$ cat config.mk
export PLATFORM = sky130hd
export DESIGN_NAME = icache_fsm_nway
export DESIGN_NICKNAME = d
export VERILOG_FILES = /design/src/rtl/icache_fsm_nway.sv
export SDC_FILE = /design/constraint.sdc
export NUM_CORES = 1
export LEC_CHECK = 0
export ABC_AREA = 1
export CAP_MARGIN = 15
export CELL_PAD_IN_SITES_DETAIL_PLACEMENT = 0
export CELL_PAD_IN_SITES_GLOBAL_PLACEMENT = 1
export CORE_MARGIN = 2
export CORE_UTILIZATION = 17
export CTS_CLUSTER_SIZE = 12
export DETAILED_ROUTE_END_ITERATION = 10
export GPL_TIMING_DRIVEN = 0
export PLACE_DENSITY = 0.79
export SYNTH_ARGS = -nofsm -noshare
export SYNTH_HDL_FRONTEND = slang
export SYNTH_SLANG_ARGS = --single-unit
$ cat constraint.sdc
create_clock -name clk -period 1.8 [get_ports clk]
set_input_delay 0.54 -clock clk [delete_from_list [all_inputs] [get_ports clk]]
set_output_delay 0.54 -clock clk [all_outputs]
set_load 0.1 [all_outputs]
$ cat src/rtl/icache_fsm_nway.sv
// L1 instruction-cache control FSM: N-way hit resolution, critical-word-first
// burst refill into a latched victim way, and squashing of a flushed refill.
module icache_fsm_nway #(
  parameter int unsigned WAY          = 4,
  parameter int unsigned OFFSET_WIDTH = 2,
  parameter int unsigned WAYW         = $clog2(WAY)
) (
  input  logic                    clk,
  input  logic                    rst,
  input  logic                    pipe_icache_valid,
  output logic                    icache_pipe_ready,
  input  logic                    pipe_icache_opflag,
  input  logic [31:0]             pipe_icache_ctrl,
  output logic                    icache_mem_req,
  output logic [1:0]              icache_mem_size,
  output logic [7:0]              icache_mem_len,
  input  logic                    mem_icache_addrOK,
  input  logic                    mem_icache_dataOK,
  output logic                    FSM_rbuf_we,
  input  logic [31:0]             FSM_rbuf_addr,
  input  logic [WAY-1:0]          FSM_hit,
  input  logic [WAY-1:0]          FSM_victim,
  output logic [WAY-1:0]          FSM_use,
  output logic [WAY-1:0]          FSM_Data_we,
  output logic [WAY-1:0]          FSM_TagV_we,
  output logic [OFFSET_WIDTH-1:0] FSM_refill_word,
  output logic [WAYW-1:0]         FSM_choose_way,
  output logic                    FSM_choose_return,
  output logic [OFFSET_WIDTH-1:0] FSM_choose_word,
  output logic                    FSM_send_nop,
  output logic                    FSM_op_done
);

  localparam int unsigned WORDS = 1 << OFFSET_WIDTH;
  localparam int unsigned CNTW  = OFFSET_WIDTH + 1;

  typedef enum logic [2:0] {
    S_IDLE,
    S_LOOKUP,
    S_FLUSH,
    S_OP,
    S_MREQ,
    S_REFILL,
    S_REPLACE_HOLD,
    S_REPLACE
  } state_t;

  state_t          state, state_nxt;
  logic [CNTW-1:0] cnt, cnt_nxt;
  logic [WAY-1:0]  vic, vic_nxt;
  logic            flush_pend, flush_pend_nxt;

  logic                    stall;
  logic                    flush;
  logic                    hit_any;
  logic [WAY-1:0]          hit_oh;
  logic [WAYW-1:0]         hit_idx;
  logic                    last_beat;
  logic [OFFSET_WIDTH-1:0] rbuf_word;
  logic                    unused_bits;

  assign stall       = pipe_icache_ctrl[0];
  assign flush       = pipe_icache_ctrl[1];
  assign rbuf_word   = FSM_rbuf_addr[OFFSET_WIDTH+1:2];
  assign hit_any     = |FSM_hit;
  assign last_beat   = mem_icache_dataOK && (cnt == CNTW'(WORDS - 1));
  assign unused_bits = ^{FSM_rbuf_addr[31:OFFSET_WIDTH+2], FSM_rbuf_addr[1:0],
                         pipe_icache_ctrl[31:2]};

  assign FSM_choose_word = rbuf_word;

  // Lowest-index hitting way wins when several ways report a hit.
  always_comb begin
    hit_idx = '0;
    hit_oh  = '0;
    for (int i = WAY - 1; i >= 0; i--) begin
      if (FSM_hit[i]) begin
        hit_idx = WAYW'(i);
        hit_oh  = WAY'(1) << i;
      end
    end
  end

  function automatic state_t decode_req(input logic valid, input logic opflag);
    if (!valid)     return S_IDLE;
    else if (opflag) return S_OP;
    else            return S_LOOKUP;
  endfunction

  always_ff @(posedge clk) begin
    if (rst) begin
      state      <= S_IDLE;
      cnt        <= '0;
      vic        <= '0;
      flush_pend <= 1'b0;
    end else begin
      state      <= state_nxt;
      cnt        <= cnt_nxt;
      vic        <= vic_nxt;
      flush_pend <= flush_pend_nxt;
    end
  end

  always_comb begin
    state_nxt         = state;
    cnt_nxt           = cnt;
    vic_nxt           = vic;
    flush_pend_nxt    = flush_pend;
    icache_pipe_ready = 1'b0;
    icache_mem_req    = 1'b0;
    icache_mem_size   = 2'd0;
    icache_mem_len    = 8'd0;
    FSM_rbuf_we       = 1'b0;
    FSM_use           = '0;
    FSM_Data_we       = '0;
    FSM_TagV_we       = '0;
    FSM_refill_word   = '0;
    FSM_choose_way    = '0;
    FSM_choose_return = 1'b0;
    FSM_send_nop      = 1'b0;
    FSM_op_done       = 1'b0;

    // Outputs stay idle for the whole reset cycle.
    if (!rst) begin
      unique case (state)
        S_IDLE: begin
          state_nxt         = decode_req(pipe_icache_valid, pipe_icache_opflag);
          icache_pipe_ready = !(pipe_icache_valid && pipe_icache_opflag);
          FSM_rbuf_we       = pipe_icache_valid && !pipe_icache_opflag;
        end

        S_LOOKUP: begin
          if (!hit_any) begin
            if (flush) begin
              state_nxt = S_FLUSH;
            end else begin
              state_nxt = S_MREQ;
              vic_nxt   = FSM_victim;
            end
          end else if (flush) begin
            state_nxt         = S_FLUSH;
            icache_pipe_ready = 1'b1;
            FSM_rbuf_we       = 1'b1;
            FSM_send_nop      = 1'b1;
          end else if (pipe_icache_valid && pipe_icache_opflag) begin
            state_nxt = S_OP;
          end else begin
            state_nxt         = pipe_icache_valid ? S_LOOKUP : S_IDLE;
            icache_pipe_ready = 1'b1;
            FSM_rbuf_we       = pipe_icache_valid;
            FSM_choose_way    = hit_idx;
            FSM_use           = hit_oh;
          end
        end

        S_FLUSH: begin
          state_nxt         = decode_req(pipe_icache_valid, pipe_icache_opflag);
          icache_pipe_ready = 1'b1;
          FSM_send_nop      = 1'b1;
          FSM_rbuf_we       = pipe_icache_valid && !pipe_icache_opflag;
        end

        S_OP: begin
          state_nxt   = S_IDLE;
          FSM_op_done = 1'b1;
        end

        S_MREQ: begin
          icache_mem_req  = 1'b1;
          icache_mem_size = 2'd2;
          icache_mem_len  = 8'(WORDS - 1);
          if (flush) flush_pend_nxt = 1'b1;
          if (mem_icache_addrOK) begin
            state_nxt = S_REFILL;
            cnt_nxt   = '0;
          end
        end

        // Beats arrive critical word first, wrapping within the line.
        S_REFILL: begin
          FSM_refill_word = OFFSET_WIDTH'(rbuf_word + cnt[OFFSET_WIDTH-1:0]);
          if (mem_icache_dataOK) begin
            FSM_Data_we = vic;
            if (last_beat) begin
              FSM_TagV_we       = vic;
              FSM_use           = vic;
              FSM_choose_return = 1'b1;
              icache_pipe_ready = 1'b1;
              FSM_rbuf_we       = 1'b1;
              FSM_send_nop      = flush_pend || flush;
              flush_pend_nxt    = 1'b0;
              cnt_nxt           = '0;
              state_nxt         = stall ? S_REPLACE_HOLD : S_REPLACE;
            end else begin
              cnt_nxt = cnt + CNTW'(1);
              if (flush) flush_pend_nxt = 1'b1;
            end
          end else if (flush) begin
            flush_pend_nxt = 1'b1;
          end
        end

        S_REPLACE_HOLD: begin
          state_nxt         = S_REPLACE;
          icache_pipe_ready = 1'b1;
        end

        S_REPLACE: begin
          state_nxt = decode_req(pipe_icache_valid, pipe_icache_opflag);
        end
      endcase
    end
  end

endmodule

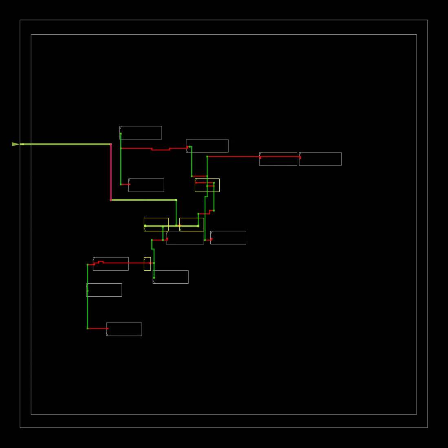
final_clocks.png
clock sink count: 11
Clock Buffer Count: 4

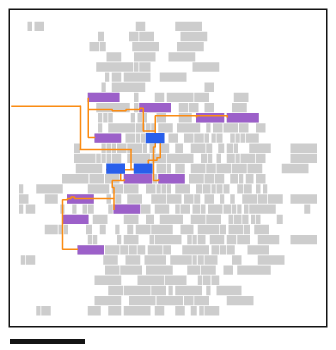
clock_map.png
Scale bar: 20 um.
legend:
  purple:
    item: flip-flops
    count: 11
  orange:
    item: clock wires
    length: 202 um
  blue:
    item: cells driving clock nets
    count: 3
routed clock nets: 4

==> impl_metrics.toml <==
# yosys + openroad results
[outcome]
outcome = "finished with violations"
violations = "setup timing"

[clock_tree]
ctsHoldBuffers = 0
cts-root-buf = "clkbuf_8"
clockBufferDepth = 2

[finish]
final_cells = 369
areaGrowthSynthToFinish_pct = 164
logic_gates = 152
logic_area_sq_um = 1170
nNetsFinal = 373
ff_count = 11
largest_class = "non-clock buffers"

[synthesis]
top_cells_by_area = "dfxtp_1, nand2_1, nor2_1, buf_4, nand3_1"
synth_top_area_share_pct = 19.9
top_area_cell = "dfxtp_1"
yosys_register_bits = 11
ys.flop_type = "dfxtp_1"
edf_count = 0
async_flop_share_pct = 0
syn_inst = 194
ys_sh_xor_pct = 1.59

[floorplan]
tapCellCount = 77

[power]
pg_seq_w = 0.000252
powerDensity_nw_per_um2 = 340
power.share.sequential_pct = 25.4

[sta]
hold_viol_final = 0
setup_viol = 25
final.period_utilization_pct = 121
setup_ws_ps = -374

[job]
tool_warnings = 89
drv_cap = 0

[detailed_routing]
wl_met1_mm = 1.85
postRouteAntennaNets = 0
top_layer = "met4"

[global_routing]
grt_pass1_wl_mm = 7.17
grt_max_degree = 11

[hold_path]
hp-class = "reg -> reg"

[worst_setup_path]
r2r-start = "state[0]$_SDFFE_PP0P_"
cp_slowest_cell = "dfxtp_2"
critPathLaunchType = "flop"
worstPathCellList = "buf_6 -> inv_4 -> nor2_4 -> nand2_4 -> nor3_4 -> nor3b_4 -> buf_12"

[placement]
portBuffers = 44
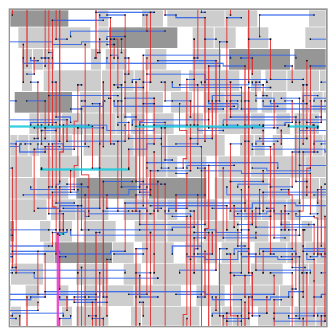
zoom.png
Region (22, 22) to (62, 62) um. Cells in gray, sequential cells in the stronger gray; small squares are vias.
legend:
  blue:
    layer: met1
  magenta:
    layer: met4
  cyan:
    layer: met3
  red:
    layer: met2
cells with their middle in the window: 153
most frequent: nand2_1 (22), buf_4 (21), nor2_1 (19)
sequential cells in the window: 7
netlist names of flops here include: `cnt` (3), `state` (2)

